**src/rtl/perf_pkg.sv**
```systemverilog
// Shared definitions for the run-statistics controller.
package perf_pkg;

  localparam int CNT_W_DEF  = 32;
  localparam int FRAC_W_DEF = 8;

  typedef enum logic [2:0] {
    ST_IDLE,
    ST_RUN,
    ST_DRAIN,
    ST_DIV,
    ST_DUMP,
    ST_DONE
  } state_e;

  localparam logic [1:0] DUMP_ID_CYCLES = 2'd0;
  localparam logic [1:0] DUMP_ID_INSTR  = 2'd1;
  localparam logic [1:0] DUMP_ID_STALLS = 2'd2;
  localparam logic [1:0] DUMP_ID_IPC    = 2'd3;

endpackage

```
**src/rtl/perf_monitor_ctrl_if.sv**
```systemverilog
// Result stream from the controller to the stats/print sink.
interface perf_monitor_ctrl_if
  import perf_pkg::*;
#(
  parameter int CNT_W = CNT_W_DEF
) ();

  logic             dump_valid;
  logic             dump_ready;
  logic [1:0]       dump_id;
  logic [CNT_W-1:0] dump_data;

  modport master (output dump_valid, dump_id, dump_data, input dump_ready);
  modport slave  (input dump_valid, dump_id, dump_data, output dump_ready);

endinterface

```
**src/rtl/perf_seq_divider.sv**
```systemverilog
// Restoring divider, one quotient bit per cycle. go loads the operands;
// q_valid pulses DVD_W cycles later and quotient holds until the next go.
// A zero divisor yields an all-ones quotient naturally (every trial subtract succeeds).
module perf_seq_divider
  import perf_pkg::*;
#(
  parameter int DVD_W = CNT_W_DEF + FRAC_W_DEF,
  parameter int DVS_W = CNT_W_DEF
) (
  input  logic             clk,
  input  logic             reset,
  input  logic             go,
  input  logic [DVD_W-1:0] dividend,
  input  logic [DVS_W-1:0] divisor,
  output logic             busy,
  output logic             q_valid,
  output logic [DVD_W-1:0] quotient
);

  localparam int CW = $clog2(DVD_W + 1);

  logic [CW-1:0]    cnt_q, cnt_d;
  logic [DVS_W-1:0] rem_q, rem_d, dvs_q, dvs_d;
  logic [DVD_W-1:0] shq_q, shq_d;
  logic             busy_q, busy_d, qv_q, qv_d;
  logic [DVS_W:0]   rem_sh;
  logic [DVS_W-1:0] diff;

  // Next-state: load on go, otherwise shift one dividend bit into the remainder per cycle
  always_comb begin
    rem_sh = {rem_q, shq_q[DVD_W-1]};
    diff   = rem_sh[DVS_W-1:0] - dvs_q;
    cnt_d  = cnt_q;
    rem_d  = rem_q;
    dvs_d  = dvs_q;
    shq_d  = shq_q;
    busy_d = busy_q;
    qv_d   = 1'b0;
    if (go) begin
      cnt_d  = CW'(DVD_W);
      rem_d  = '0;
      dvs_d  = divisor;
      shq_d  = dividend;
      busy_d = 1'b1;
    end else if (busy_q) begin
      cnt_d = cnt_q - CW'(1);
      if (rem_sh >= {1'b0, dvs_q}) begin
        rem_d = diff;
        shq_d = {shq_q[DVD_W-2:0], 1'b1};
      end else begin
        rem_d = rem_sh[DVS_W-1:0];
        shq_d = {shq_q[DVD_W-2:0], 1'b0};
      end
      if (cnt_q == CW'(1)) begin
        busy_d = 1'b0;
        qv_d   = 1'b1;
      end
    end
  end

  // State registers
  always_ff @(posedge clk) begin
    if (reset) begin
      cnt_q  <= '0;
      rem_q  <= '0;
      dvs_q  <= '0;
      shq_q  <= '0;
      busy_q <= 1'b0;
      qv_q   <= 1'b0;
    end else begin
      cnt_q  <= cnt_d;
      rem_q  <= rem_d;
      dvs_q  <= dvs_d;
      shq_q  <= shq_d;
      busy_q <= busy_d;
      qv_q   <= qv_d;
    end
  end

  assign busy     = busy_q;
  assign q_valid  = qv_q;
  assign quotient = shq_q;

endmodule

```
**src/rtl/perf_monitor_ctrl.sv**
```systemverilog
// Run-statistics controller: counts cycles/retires/stalls between start and
// halt, drains late retirements, divides for IPC and streams four result words.
module perf_monitor_ctrl
  import perf_pkg::*;
#(
  parameter int CNT_W        = CNT_W_DEF,
  parameter int FRAC_W       = FRAC_W_DEF,
  parameter int DRAIN_CYCLES = 4
) (
  input  logic                clk,
  input  logic                reset,
  input  logic                start,
  input  logic                halt,
  input  logic                instr_retire,
  input  logic                stall,
  output logic                busy,
  output logic                done,
  perf_monitor_ctrl_if.master dump
);

  localparam int DVD_W = CNT_W + FRAC_W;
  localparam int DRN_W = (DRAIN_CYCLES > 0) ? $clog2(DRAIN_CYCLES + 1) : 1;
  localparam logic [CNT_W-1:0] CNT_MAX = '1;

  state_e           state_q, state_d;
  logic [CNT_W-1:0] cyc_q, cyc_d, ins_q, ins_d, stl_q, stl_d;
  logic [DRN_W-1:0] drn_q, drn_d;
  logic             dv_q, dv_d, busy_q, busy_d, done_q, done_d;
  logic [1:0]       id_q, id_d;
  logic [CNT_W-1:0] data_q, data_d;

  logic             div_go, div_busy, div_qv;
  logic [DVD_W-1:0] div_quot;
  logic [CNT_W-1:0] ipc;

  function automatic logic [CNT_W-1:0] sat_inc(logic [CNT_W-1:0] v, logic en);
    return (en && v != CNT_MAX) ? v + CNT_W'(1) : v;
  endfunction

  // IPC above CNT_W integer+fraction bits clamps to all-ones
  assign ipc = (|div_quot[DVD_W-1:CNT_W]) ? CNT_MAX : div_quot[CNT_W-1:0];

  function automatic logic [CNT_W-1:0] word_sel(logic [1:0] id);
    case (id)
      DUMP_ID_CYCLES: return cyc_q;
      DUMP_ID_INSTR:  return ins_q;
      DUMP_ID_STALLS: return stl_q;
      default:        return ipc;
    endcase
  endfunction

  // FSM, counters and dump mux next-state
  always_comb begin
    state_d = state_q;
    cyc_d   = cyc_q;
    ins_d   = ins_q;
    stl_d   = stl_q;
    drn_d   = drn_q;
    dv_d    = dv_q;
    id_d    = id_q;
    data_d  = data_q;
    case (state_q)
      ST_IDLE, ST_DONE: begin
        if (start) begin
          state_d = ST_RUN;
          cyc_d   = '0;
          ins_d   = '0;
          stl_d   = '0;
        end
      end
      ST_RUN: begin
        cyc_d = sat_inc(cyc_q, 1'b1);
        ins_d = sat_inc(ins_q, instr_retire);
        stl_d = sat_inc(stl_q, stall);
        if (halt) begin
          if (DRAIN_CYCLES == 0) begin
            state_d = ST_DIV;
          end else begin
            state_d = ST_DRAIN;
            drn_d   = DRN_W'(DRAIN_CYCLES);
          end
        end
      end
      ST_DRAIN: begin
        ins_d = sat_inc(ins_q, instr_retire);
        drn_d = drn_q - DRN_W'(1);
        if (drn_q == DRN_W'(1)) state_d = ST_DIV;
      end
      ST_DIV: begin
        if (div_qv && !div_busy) begin
          state_d = ST_DUMP;
          dv_d    = 1'b1;
          id_d    = DUMP_ID_CYCLES;
          data_d  = cyc_q;
        end
      end
      ST_DUMP: begin
        if (dump.dump_ready) begin
          if (id_q == DUMP_ID_IPC) begin
            dv_d    = 1'b0;
            state_d = ST_DONE;
          end else begin
            id_d   = id_q + 2'd1;
            data_d = word_sel(id_q + 2'd1);
          end
        end
      end
      default: state_d = ST_IDLE;
    endcase
    busy_d = (state_d == ST_RUN) || (state_d == ST_DRAIN) ||
             (state_d == ST_DIV) || (state_d == ST_DUMP);
    done_d = (state_d == ST_DONE);
  end

  // Launch on the DIV entry edge using the final counter values
  assign div_go = (state_d == ST_DIV) && (state_q != ST_DIV);

  perf_seq_divider #(.DVD_W(DVD_W), .DVS_W(CNT_W)) u_div (
    .clk      (clk),
    .reset    (reset),
    .go       (div_go),
    .dividend ({ins_d, {FRAC_W{1'b0}}}),
    .divisor  (cyc_d),
    .busy     (div_busy),
    .q_valid  (div_qv),
    .quotient (div_quot)
  );

  // State registers
  always_ff @(posedge clk) begin
    if (reset) begin
      state_q <= ST_IDLE;
      cyc_q   <= '0;
      ins_q   <= '0;
      stl_q   <= '0;
      drn_q   <= '0;
      dv_q    <= 1'b0;
      id_q    <= '0;
      data_q  <= '0;
      busy_q  <= 1'b0;
      done_q  <= 1'b0;
    end else begin
      state_q <= state_d;
      cyc_q   <= cyc_d;
      ins_q   <= ins_d;
      stl_q   <= stl_d;
      drn_q   <= drn_d;
      dv_q    <= dv_d;
      id_q    <= id_d;
      data_q  <= data_d;
      busy_q  <= busy_d;
      done_q  <= done_d;
    end
  end

  assign dump.dump_valid = dv_q;
  assign dump.dump_id    = id_q;
  assign dump.dump_data  = data_q;
  assign busy            = busy_q;
  assign done            = done_q;

endmodule
```
**src/flat_wrapper.sv**
```systemverilog
// flat-port wrapper written by rule: the top's interface ports become plain ports
module perf_monitor_ctrl_flat import perf_pkg::*;
#(
  parameter int CNT_W        = CNT_W_DEF,
  parameter int FRAC_W       = FRAC_W_DEF,
  parameter int DRAIN_CYCLES = 4
)
  (clk, reset, start, halt, instr_retire, stall, busy, done, dump_dump_valid, dump_dump_id, dump_dump_data, dump_dump_ready);
  perf_monitor_ctrl_if #(.CNT_W(CNT_W)) dump_i ();
  input  logic clk;
  input  logic reset;
  input  logic start;
  input  logic halt;
  input  logic instr_retire;
  input  logic stall;
  output logic busy;
  output logic done;
  output wire logic [$bits(dump_i.dump_valid)-1:0] dump_dump_valid;
  output wire logic [$bits(dump_i.dump_id)-1:0] dump_dump_id;
  output wire logic [$bits(dump_i.dump_data)-1:0] dump_dump_data;
  input wire logic [$bits(dump_i.dump_ready)-1:0] dump_dump_ready;
  assign dump_dump_valid = dump_i.dump_valid;
  assign dump_dump_id = dump_i.dump_id;
  assign dump_dump_data = dump_i.dump_data;
  assign dump_i.dump_ready = dump_dump_ready;
  perf_monitor_ctrl #(.CNT_W(CNT_W), .FRAC_W(FRAC_W), .DRAIN_CYCLES(DRAIN_CYCLES)) u_core (.clk(clk), .reset(reset), .start(start), .halt(halt), .instr_retire(instr_retire), .stall(stall), .busy(busy), .done(done), .dump(dump_i));
endmodule
```
**config.mk**
```make
export PLATFORM = sky130hd
export DESIGN_NAME = perf_monitor_ctrl_flat
export DESIGN_NICKNAME = d
export VERILOG_FILES = /design/src/rtl/perf_pkg.sv /design/src/rtl/perf_monitor_ctrl_if.sv /design/src/rtl/perf_seq_divider.sv /design/src/rtl/perf_monitor_ctrl.sv /design/src/flat_wrapper.sv
export SDC_FILE = /design/constraint.sdc
export NUM_CORES = 1
export LEC_CHECK = 0
export CAP_MARGIN = 10
export CORE_MARGIN = 2
export CORE_UTILIZATION = 35
export DETAILED_ROUTE_END_ITERATION = 16
export GPL_TIMING_DRIVEN = 1
export PLACE_DENSITY_LB_ADDON = 0.12
export RECOVER_POWER = 50
export SETUP_SLACK_MARGIN = 0.15
export SYNTH_ARGS = -nofsm -noshare
export SYNTH_HDL_FRONTEND = slang
export SYNTH_HIERARCHICAL = 1
export SYNTH_SLANG_ARGS = --single-unit
```
**constraint.sdc**
```tcl
create_clock -name clk -period 4.4 [get_ports clk]
set_input_delay 0.88 -clock clk [delete_from_list [all_inputs] [get_ports clk]]
set_output_delay 0.88 -clock clk [all_outputs]
set_load 0.01 [all_outputs]
```
==> metrics.yaml, run 1 <==
critical_path:
  rr_startpoint: "u_core/ins_q[0]$_SDFF_PP0_"
  ff2ff_path_depth: 9
  end_kind: "flop"
  arrival_ns: 4.24
  start_kind: "flop"
  path_class: "reg -> reg"
  r2r_slack_ns: 0.68
  required_ns: 4.92
  timing.critical_path.from: "u_core/ins_q[0]$_SDFF_PP0_"
  crit_fanout: 10
  r2r_end: "u_core/u_div/quotient[23]$_SDFFE_PP0P_"
  cp-endpoint: "u_core/u_div/quotient[23]$_SDFFE_PP0P_"
detailed_routing:
  first_pass_iters: 6
  drtAntennaViolNets: 0
  route.detailed.drc: 0
  vias_per_cell: 5.69
  drtIter0Drc: 1246
  num_vias: 14777
  wl_mm: 51.5
  wl_per_cell_um: 19.8
timing:
  slew_violations: 109
  setup_viol: 0
  grt_setup_unrepaired: "no"
  finalClockPeriodUsage_pct: 84.6
  fmax_mhz: 269
  report.final.hold_viol_count: 0
  slew-limit-headroom_pct: -16.5
  worst_pin_slew_ns: 1.75
  fin_tns_setup_ns: 0
  fin_crit_ns: 3.72
logic_synthesis:
  synth-simple-area-share_pct: 25.5
  edf_count: 0
  aoi_share_pct: 24.5
  logic_family: "simple AND/OR/NAND/NOR gates"
  async_reset_ff_share_pct: 0
  synth_area_um2: 15200
  ys_warn_count: 6
  flop_cell: "dfxtp_1"
  synth-seq-cells: 251
  ys_area_um2: 15200
  seq_area_frac_synth_pct: 33.0
  yosys.area_share.adder_pct: 3.75
  syn_inst: 2013
  ys_cells: 2013
  synthXorXnorAreaFrac_pct: 2.76
  muxShareOfSynthArea_pct: 5.06
  synth_cell_types: 86
  post_synth.cell_area_avg_um2: 7.56
hold_path:
  min_from: "u_core/u_div/dvs_q[13]$_SDFFE_PP0P_"
  holdPathEnd: "u_core/u_div/dvs_q[13]$_SDFFE_PP0P_"
  hold_depth: 2
  min_path_type: "reg -> reg"
grt:
  grt_pass1_vias: 13750
  grt_overflow: 0
  grt_pass1_wl_mm: 80.3
  track_usage_pct: 22.5
  antenna_found_initial: 0
  grt_start_max_net_pins: 75
clock_network:
  cts_hold_buf: 0
  cts-root-buf: "clkbuf_16"
  cts_setup_buffers: 0
  cts_max_level: 1
  clk_path_buf_depth: 3
  cts.sinks: 251
  cts_tree: "done"
  cts_resized: 0
  clk_latency_ns: 0.58
  clkTransAtPathRegs_ns: 0.06
  cts_made_buffers: 31
place:
  port_buffers: 43
  hpwlAfterDp_mm: 37.5
  gp_congestion: 0.929
final_layout:
  lay_top_count: "nor2_1"
  comb_area_um2: 9370
  area_delta_synth_final_pct: 12.5
  drive_gt1_share_pct: 5.66
  nFillCells: 4571
  layout_top_cells: "nor2_1, dfxtp_1, nand2_1"
  num-nets-final: 2041
power_and_ir_drop:
  ir_drop_uv: 276
  finalPower_uw: 5450
  leakagePower_uw: 0.00593
  power_density_nw_per_um2: 318
run:
  maxCapViolCount: 2
  tool_warnings: 32
outcome:
  run_status: "complete, but fails checks"
  failed_checks: "capacitance limit, slew limit"
floorplan:
  chipWidth_um: 213
  die_h_um: 213
  dieArea_um2: 45200
  initCoreUtil_pct: 35.4
  io_pins: 44
## run 1: metal layers
layer / share of wire (%) / track usage (%)
met1: 46 / 30.1
met2: 48 / 38.4
met3: 4.3 / 2.42
met4: 2.5 / 5.81
met5: 0 / 0
## run 1: flip-flops by register name, indices dropped and copies added (netlist names)
register	count
u_core/ins_q	32
u_core/drn_q	3
u_core/state_q	3
u_core/dump.dump_id	2
u_core/dump.dump_data	32
u_core/u_div/busy	1
u_core/u_div/dvs_q	32
u_core/u_div/quotient	40
u_core/busy	1
u_core/dump.dump_valid	1
u_core/u_div/rem_q	32
u_core/done	1
u_core/cyc_q	32
u_core/stl_q	32
u_core/u_div/cnt_q	6
u_core/u_div/q_valid	1
## run 1: layout make-up
class,instances,area share [%]
well taps,585,4.28
diodes,1,0.0146
inverters,60,1.32
clock buffers,50,5.77
repair buffers,81,4.11
clock inverters,7,0.417
multi-input cells,1564,54.7
flip-flops and latches,251,29.4
## run 1: synthesized netlist by cell type, drive strengths merged, types with 5 or more instances
cell type	instances	share of area, %
xor2	26	1.5
a211oi	6	0.30
o21bai	6	0.30
a211o	5	0.29
or4	19	0.99
nand2b	12	0.49
o211ai	16	0.79
a21o	21	1.0
nand4	37	1.6
or3	26	1.1
nor2	304	7.5
nand3	68	2.3
o2111ai	5	0.29
or2	6	0.25
mux2i	77	5.1
a21oi	143	4.8
and3	23	0.96
nor4	17	0.78
buf	43	1.4
a311oi	46	2.6
clkbuf	102	2.5
and2	10	0.41
dfxtp	251	33
a31oi	57	2.3
o31ai	25	1.2
and4	11	0.63
xnor2	22	1.3
nor3	33	1.1
nor2b	27	1.1
nand2	202	5.0
a41oi	5	0.29
inv	60	1.5
o31a	10	0.59
nor3b	5	0.25
o21a	10	0.49
o21ai	139	4.6
ha	44	3.6
a221oi	33	1.9
a22o	5	0.29
## run 1: power breakdown
part           internal, µW  switching, µW
clock                  1580           1050
sequential             2280           21.0
combinational           157            354
## run 1: stage by stage
step | setup slack, ns | hold WS, ns | instances | instance area (µm²) | util [%]
3_5_place_dp | 0.724 | 0.481 | 2541 | 16100 | 37.5
4_1_cts | 1.00 | 0.495 | 2598 | 17200 | 40.0
3_3_place_gp | 0.775 | 0.476 | 2541 | 16100 | 37.5
2_1_floorplan | 1.59 | 0.460 | 2020 | 15200 | -
5_1_grt | 0.452 | 0.512 | 2598 | 17100 | 39.8
6_report | 0.677 | 0.495 | 2599 | 17100 | 39.8
## run 1: worst max-delay path, cell delays in order (launching register included)
cell and delay [ns]:
dfxtp_1 0.51, ha_1 0.27, nand3_1 0.16, or4_1 0.77
o311ai_1 1.25, o21ai_0 0.25, o31a_1 0.18, nor2_1 0.10
a21oi_1 0.08, nor2_1 0.09
## run 1: kinds of logic after synthesis
family | after synthesis
fa+ha+maj | 45
xor+xnor | 48
other cells | 1
flops | 251
simple gates | 816
mux | 77
compound gates | 570
buf+inv | 205
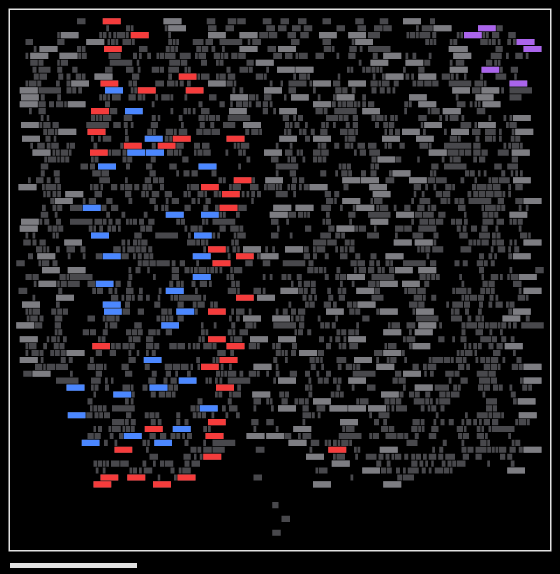
Run 1: register map, names as in the netlist
Scale bar: 50 µm.
Blue shows u_core/ins_q, sequential cells 32. Purple shows u_core/u_div/cnt_q, sequential cells 6, where top right. Red shows u_core/u_div/quotient, sequential cells 40.
Another 173 sequential cells are not coloured.
register area: 5030 µm²
fin util: 39.8%

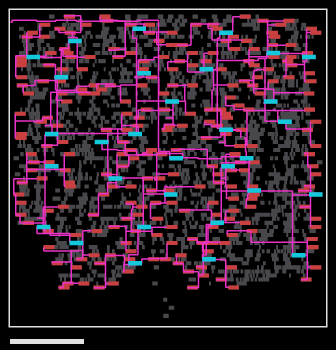
Run 1: clock wires, drivers and flops
Scale bar: 50 µm.
Cyan shows clock drivers, count 31. Magenta shows clock wires, length 4070 µm. Red shows flip-flops, count 251.
There are 32 routed clock nets. Position of the flops: widely spread.
Clock group: 2630 µW
skew final: 0.0223 ns

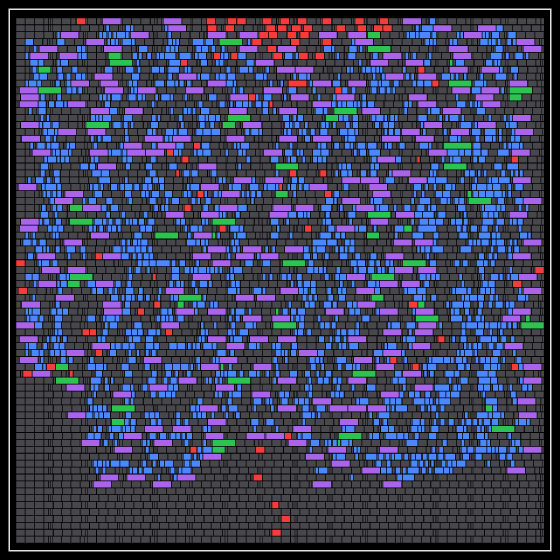
Run 1: cells coloured by class
Fill, decap, tap and diode cells in grey.
Purple shows sequential cells, cells 251, share of their area 31%. Red shows remaining buffers and delay cells, cells 81, share of their area 4.3%. Blue shows combinational and other logic, cells 1624, share of their area 59%. Green shows clock drivers and dummy loads, cells 57, share of their area 6.5%.
Seq/total area: 29.4%
Std-Cell Rows: 76
Core Box Area: 43000 µm²
Finished Cell Area: 17100 µm²

Run 1, signal wires by layer:
Scale bar: 50 µm. Two of the layers only.
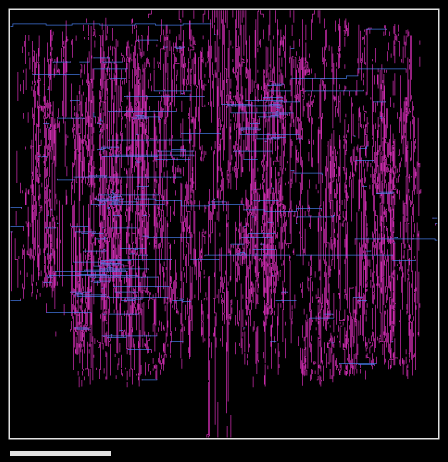

==> run 1 -> run 2 <==
clock period = 3.2 ns   (was 4.4 ns; I/O delays follow)
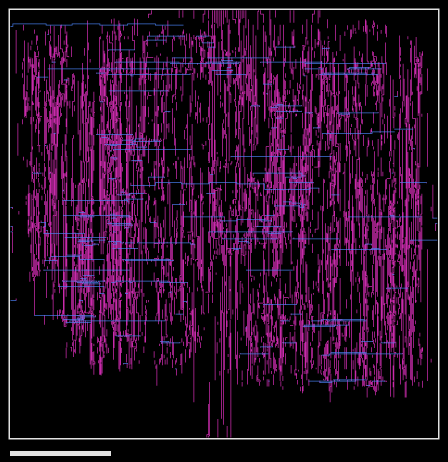
Run 2: signal wires by layer
Scale bar: 50 µm. Two of the layers only.
Blue shows metal 3, wire length 2370 µm. Magenta shows metal 2, wire length 25.4 mm.
via count: 15222
drt wl/cell: 20.4 µm
final wirelength: 54.0 mm
Tot GR Track Use: 23.7%

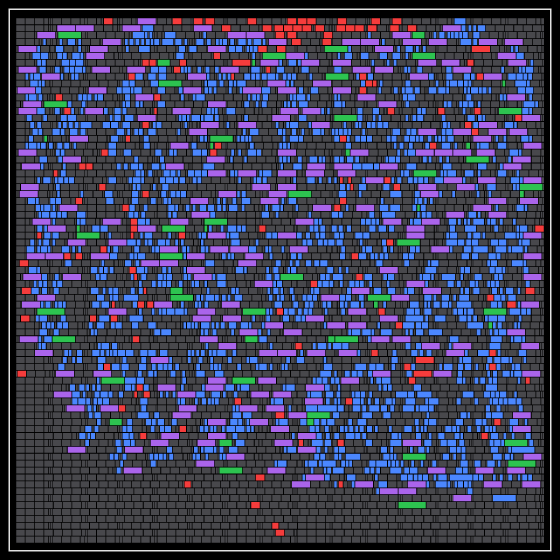
Run 2: cells coloured by class
Fill, decap, tap and diode cells in grey.
Purple shows sequential cells, cells 251, share of their area 30%. Red shows remaining buffers and delay cells, cells 140, share of their area 6.8%. Blue shows combinational and other logic, cells 1624, share of their area 57%. Green shows clock drivers and dummy loads, cells 55, share of their area 6.1%.
fin util: 41.1%
Seq/total area: 28.4%
Finished Cell Area: 17700 µm²

==> metrics.yaml, run 2 <==
clock_network:
  clkTransAtPathRegs_ns: 0.06  # about the same
  clk_latency_ns: 0.58  # about the same
  cts_hold_buf: 0  # unchanged
  clk_path_buf_depth: 3  # unchanged
  cts_made_buffers: 30  # -3.2%
  cts.sinks: 251  # unchanged
  cts_setup_buffers: 0  # unchanged
  cts_max_level: 1  # unchanged
  cts-root-buf: "clkbuf_16"
  cts_tree: "done"
final_layout:
  final_cells: 2655  # +2.2%
  layout_top_cells: "nor2_1, dfxtp_1, nand2_1"
  drive_gt1_share_pct: 8.94  # +3.3 points
  nFillCells: 4514  # -1.2%
  area_delta_synth_final_pct: 16.2
  num-nets-final: 2099  # +2.8%
  lay_top_count: "nor2_1"
  largest_register_ff_count: 40  # unchanged
  antenna_cells: 0  # -1
logic_synthesis:
  flop_cell: "dfxtp_1"
  seq_area_frac_synth_pct: 33.0  # unchanged
  ys_warn_count: 6  # unchanged
  synth_cell_types: 86  # unchanged
  synth_area_um2: 15200  # unchanged
  synth_top_cell_by_area: "dfxtp_1"
  topCellsByArea: "dfxtp_1, nor2_1, mux2i_1, nand2_1, a21oi_1"
  synth-seq-cells: 251  # unchanged
  top_cell: "nor2_1"
  async_reset_ff_share_pct: 0  # unchanged
  top_cells_by_count: "nor2_1, dfxtp_1, nand2_1"
  edf_count: 0  # unchanged
  ys_cells: 2013  # unchanged
  syn_inst: 2013  # unchanged
  ys_area_um2: 15200  # unchanged
  post_synth.cell_area_avg_um2: 7.56  # unchanged
  synth_top_area_share_pct: 33.0  # unchanged
power_and_ir_drop:
  ir_drop_uv: 381  # +38%
  leakagePower_uw: 0.00624  # +5.4%
  power_density_nw_per_um2: 427  # +34%
critical_path:
  required_ns: 3.70  # -1.22 ns
  ff2ff_path_depth: 8  # -1
  cpPeakStageDelay_ns: 0.70  # -0.55 ns
  crit_fanout: 16  # +6
  r2r_end: "u_core/u_div/quotient[16]$_SDFFE_PP0P_"
  crit_family: "simple AND/OR/NAND/NOR gates"
  rr_startpoint: "u_core/state_q[0]$_SDFF_PP0_"
  path_class: "reg -> reg"
  end_kind: "flop"
  slowest_stage: "dfxtp_1"
  start_kind: "flop"
  path_cells: "xnor2_1, nor2_1, clkbuf_1, nand2_1, or4_1, nand2_1, a21oi_1, nor2_1"
  arrival_ns: 3.62  # -0.62 ns
  cp_num_buf_inv: 1  # +1
  r2r_slack_ns: 0.09  # -0.59 ns
hold_path:
  min_from: "u_core/u_div/rem_q[10]$_SDFFE_PP0P_"
  hold_depth: 2  # unchanged
  holdPathEnd: "u_core/u_div/rem_q[11]$_SDFFE_PP0P_"
  min_path_type: "reg -> reg"
timing:
  fin_crit_ns: 3.11  # -0.609 ns
  fmax_mhz: 321  # +20%
  fin_tns_setup_ns: 0  # unchanged
  clock_skew_ns: 0.0202  # -0.00216 ns
  finalClockPeriodUsage_pct: 97.3  # +13 points
  setup_viol: 0  # unchanged
  report.final.hold_viol_count: 0  # unchanged
  slew-limit-headroom_pct: 1.30  # +18 points
  grt_setup_unrepaired: "yes"
  layout_setup_ws_ns: 0.0859  # -0.591 ns
  slew_violations: 0  # -100%
  worst_pin_slew_ns: 1.48  # -0.267 ns
detailed_routing:
  drtAntennaViolNets: 0  # unchanged
  wl_met3_mm: 2.37  # +5.9%
  wl_met2_mm: 25.4  # +3.7%
  drtIter0Drc: 1428  # +15%
  route.detailed.drc: 0  # unchanged
  first_pass_iters: 5  # -1
  vias_per_cell: 5.73  # +0.84%
  met1_length_mm: 24.9  # +6.1%
  top_layer_used: "met4"
place:
  hpwlAfterDp_mm: 39.8  # +6.2%
  gp_congestion: 0.923  # -0.59%
  port_buffers: 43  # unchanged
  place_ws_ns: 0.0374  # -0.686 ns
  placed_cells: 2600  # +2.3%
floorplan:
  chipWidth_um: 213  # unchanged
  dieArea_um2: 45200  # unchanged
  io_pins: 44  # unchanged
  die_h_um: 213  # unchanged
  fp-row-count: 76  # unchanged
  initCoreUtil_pct: 35.4  # unchanged
  core_um2: 43000  # unchanged
grt:
  grt_start_max_net_pins: 79  # +5.3%
  grt_pass1_vias: 14074  # +2.4%
  grt_overflow: 0  # unchanged
  antenna_found_initial: 0  # unchanged
  grt_pass1_wl_mm: 83.6  # +4.1%
run:
  tool_warnings: 34  # +6.3%
  maxCapViolCount: 0  # -2
outcome:
  run_status: "complete, no violations"
==> run 2: netlist changes by cell type in the layout (fill, tap and decap cells not counted), moves of 3 or more <==
cell      delta
buf_12       +3
ha_1         -5
clkbuf_1     +6
buf_4       +44
clkbuf_2     +8
clkinv_2     +3
clkbuf_8     -8
ha_4         +3
==> run 2: final cells by class <==
class | instances | area (µm²) | area share (%)
clock inverters | 10 | 130 | 0.736
flip-flops and latches | 251 | 5020 | 28.4
repair buffers | 140 | 1150 | 6.50
clock buffers | 45 | 910 | 5.14
multi-input cells | 1564 | 9510 | 53.8
well taps | 585 | 732 | 4.14
inverters | 60 | 225 | 1.27
==> run 2: cell families (layout without fill, tap and decap cells) <==
logic type / Yosys count / in the layout / synth area share, %
other cells: 1 / 8 / 0.0246
flops: 251 / 251 / 33.0
buf+inv: 205 / 255 / 5.46
xor+xnor: 48 / 48 / 2.76
simple gates: 816 / 816 / 25.5
fa+ha+maj: 45 / 45 / 3.75
mux: 77 / 77 / 5.06
compound gates: 570 / 570 / 24.5
==> run 2: what timing repair did <==
item / CTS / global route
setup endpoints to repair: 3 / 31
gates resized: 3 / 23
pin swaps: 0 / 2
==> run 2: worst max path at each step <==
stage | from | end | depth (start not counted)
floorplan | u_core/ins_q[0]$_SDFF_PP0_ | u_core/u_div/quotient[32]$_SDFFE_PP0P_ | 10
finish | u_core/state_q[0]$_SDFF_PP0_ | u_core/u_div/quotient[16]$_SDFFE_PP0P_ | 8
global route | u_core/u_div/dvs_q[14]$_SDFFE_PP0P_ | u_core/u_div/rem_q[21]$_SDFFE_PP0P_ | 11
CTS | u_core/u_div/dvs_q[26]$_SDFFE_PP0P_ | u_core/u_div/rem_q[21]$_SDFFE_PP0P_ | 11
global placement | instr_retire | u_core/u_div/quotient[39]$_SDFFE_PP0P_ | 9
detailed placement | instr_retire | u_core/u_div/quotient[39]$_SDFFE_PP0P_ | 9
==> run 2: report_power, final <==
group	internal (µW)	leakage (µW)	switching [µW]
Clock	2190	0.000508	1440
Sequential	3140	0.00202	21.1
Combinational	252	0.00371	514
==> run 2: metrics by stage <==
step	utilization [%]	hold WS, ns	total power (µW)	instance area (µm²)
global route	41.1	0.510	7840	17700
CTS	41.2	0.489	7630	17700
finish	41.1	0.490	7560	17700
global placement	38.7	0.471	3990	16600
floorplan	-	0.460	3710	15200
detailed placement	38.7	0.484	3990	16600
==> run 2: layer usage <==
layer	global-route usage [%]	vias to the layer above
met5	0	-
met1	32.4	7336
met2	39.9	390
li1	-	7406
met3	2.58	90
met4	5.91	0
==> run 2: worst register-to-register path, delay by kind of cell (launching register included) <==
kind | cells | cell delay (ns)
DFF | 1 | 0.70
AOI/OAI and AO/OA | 1 | 0.06
and+or+nand+nor | 5 | 1.50
xor gates and xnor gates | 1 | 0.24
buffers and inverters | 1 | 0.56
Run 2, clock wiring as the flow saved it:
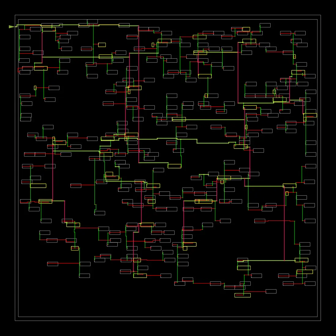

==> run 2 -> run 3 <==
HOLD_SLACK_MARGIN = 0.06   (was not set)
PLACE_DENSITY = 0.62   (was not set)
PLACE_DENSITY_LB_ADDON = not set   (was 0.12)
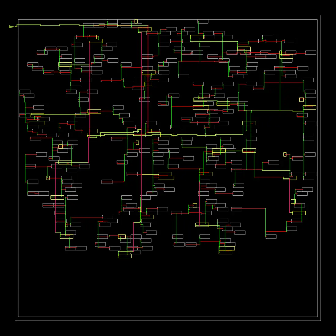
Run 3: clock wiring as the flow saved it
clock sink count: 251
seq_cells: 251

==> metrics.yaml, run 3 <==
final_layout:
  final_cells: 2644  # -0.41%
  layout_top_cells: "nor2_1, dfxtp_1, nand2_1"
  largest_register_ff_count: 40  # unchanged
  lay_top_count: "nor2_1"
  num-nets-final: 2091  # -0.38%
  area_delta_synth_final_pct: 15.5
  final_cell_area_um2: 17600  # -0.59%
floorplan:
  fp-row-count: 76  # unchanged
  die_h_um: 213  # unchanged
  chipWidth_um: 213  # unchanged
  io_pins: 44  # unchanged
  dieArea_um2: 45200  # unchanged
  initCoreUtil_pct: 35.4  # unchanged
  core_um2: 43000  # unchanged
timing:
  grt_setup_unrepaired: "yes"
  fmax_mhz: 332  # +3.5%
  worst_pin_slew_ns: 1.24  # -0.243 ns
  finalClockPeriodUsage_pct: 94.0  # -3.3 points
  whs_ns: 0.486  # -0.00432 ns
  fin_tns_setup_ns: 0  # unchanged
  slew_violations: 0  # unchanged
  report.final.hold_viol_count: 0  # unchanged
logic_synthesis:
  flop_cell: "dfxtp_1"
  syn_inst: 2013  # unchanged
  synth_top_cell_by_area: "dfxtp_1"
  top_cell: "nor2_1"
  ys_area_um2: 15200  # unchanged
  top_cells_by_count: "nor2_1, dfxtp_1, nand2_1"
  topCellsByArea: "dfxtp_1, nor2_1, mux2i_1, nand2_1, a21oi_1"
  post_synth.cell_area_avg_um2: 7.56  # unchanged
  synth-seq-cells: 251  # unchanged
  edf_count: 0  # unchanged
  synth_cell_types: 86  # unchanged
  async_reset_ff_share_pct: 0  # unchanged
  seq_area_frac_synth_pct: 33.0  # unchanged
hold_path:
  min_path_type: "reg -> reg"
run:
  maxCapViolCount: 0  # unchanged
  tool_warnings: 33  # -2.9%
clock_network:
  cts_max_level: 1  # unchanged
  clk_path_buf_depth: 3  # unchanged
  cts-root-buf: "clkbuf_16"
  clkTransAtPathRegs_ns: 0.07  # about the same
  cts_hold_buf: 0  # unchanged
outcome:
  run_status: "complete, no violations"
critical_path:
  crit_fanout: 11  # -5
  arrival_ns: 3.46  # -0.16 ns
  required_ns: 3.65  # -0.05 ns
  end_kind: "flop"
power_and_ir_drop:
  switchingPower_uw: 1950  # -1.1%
  combPwrFrac_pct: 10.4  # +0.3 points
  power.share.sequential_pct: 42.3  # +0.5 points
  switching_share_pct: 26.1  # about the same
  power_density_nw_per_um2: 425  # -0.44%
  cellInternalPower_uw: 5530  # -1.0%
  ir_drop_uv: 386  # +1.3%
  finalPower_uw: 7480  # -1.0%
  leakagePower_uw: 0.00618  # -0.99%
grt:
  grt_pass1_vias: 14161  # +0.62%
  antenna_found_initial: 0  # unchanged
  grt_start_max_net_pins: 49  # -38%
  grt_pass1_wl_mm: 77.9  # -6.8%
detailed_routing:
  num_vias: 15347  # +0.82%
  wl_per_cell_um: 18.8  # -7.8%
  first_pass_iters: 6  # +1
place:
  hpwlAfterDp_mm: 36.4  # -8.6%
  place_area_um2: 16500  # -0.66%
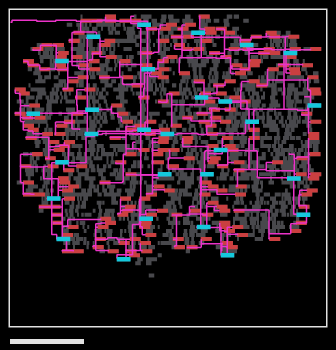
Run 3: clock wires, drivers and flops
Scale bar: 50 µm.
Magenta shows clock wires, length 3780 µm. Cyan shows clock drivers, count 28. Red shows flip-flops, count 251.
There are 29 routed clock nets.
skew final: 0.0169 ns
Late-Pin Clk Latency: 0.57 ns
clock network fraction of total power: 47.3%

run 3: metal layers:
layer	GRT usage, %	part of all wire, %	vias up
met5	0	0	-
met2	35.6	46	600
li1	-	-	7367
met4	7.09	3.5	0
met1	28.7	43	7263
met3	3.28	7.1	117
run 3: power groups by stage:
stage / sequential, µW / clock, µW / combinational (µW)
finish: 3160 / 3540 / 777
global route: 3160 / 3720 / 842
CTS: 3160 / 3600 / 743
detailed placement: 3230 / 0 / 739
global placement: 3230 / 0 / 728
floorplan: 3220 / 0 / 488
run 3: logic make-up after synthesis:
family	share of synthesized area, %
DFF	33.0
buffers and inverters	5.46
and+or+nand+nor	25.5
AOI/OAI and AO/OA	24.5
xor gates and xnor gates	2.76
adders and majority gates	3.75
other	0.0246
muxes	5.06
run 3: path summary, 6_finish.rpt:
path	startpoint	endpoint	slack [ns]	cells past startpoint
max	u_core/ins_q[2]$_SDFF_PP0_	u_core/u_div/quotient[32]$_SDFFE_PP0P_	0.19	8
min	u_core/u_div/rem_q[20]$_SDFFE_PP0P_	u_core/u_div/rem_q[21]$_SDFFE_PP0P_	0.49	2
max reg2reg	u_core/ins_q[2]$_SDFF_PP0_	u_core/u_div/quotient[32]$_SDFFE_PP0P_	0.19	8
min reg2reg	u_core/u_div/rem_q[20]$_SDFFE_PP0P_	u_core/u_div/rem_q[21]$_SDFFE_PP0P_	0.49	2
run 3: critical path, stage by stage, from the launching register on:
cell and delay (ns):
dfxtp_1 0.53, nand3_1 0.22, or4_1 0.76, or4_4 0.62, o31ai_1 0.27, o41a_1 0.24, nor2_1 0.06, a21oi_1 0.14
nor2_1 0.05
run 3: timing repair:
action	4_1_cts	5_1_grt
gates resized	2	27
pin swaps	0	5
endpoints found under the setup margin	2	22
buffers inserted	0	2
run 3: cell type report:
class                   count  area [µm²]
flip-flops and latches    251        5020
multi-input cells        1564        9490
repair buffers            134        1110
fillers                  4436       25400
clock buffers              33         771
well taps                 585         732
clock inverters            17         224
inverters                  60         225
run 3: through the flow:
step	setup slack [ns]	utilization, %
after floorplan	0.496	-
after detailed placement	0.118	38.5
final	0.192	40.9
after global routing	0.0532	40.9
after global placement	0.210	38.5
after CTS	0.151	40.8
Power figures rest on the tool's default switching activity, not on a simulated workload.
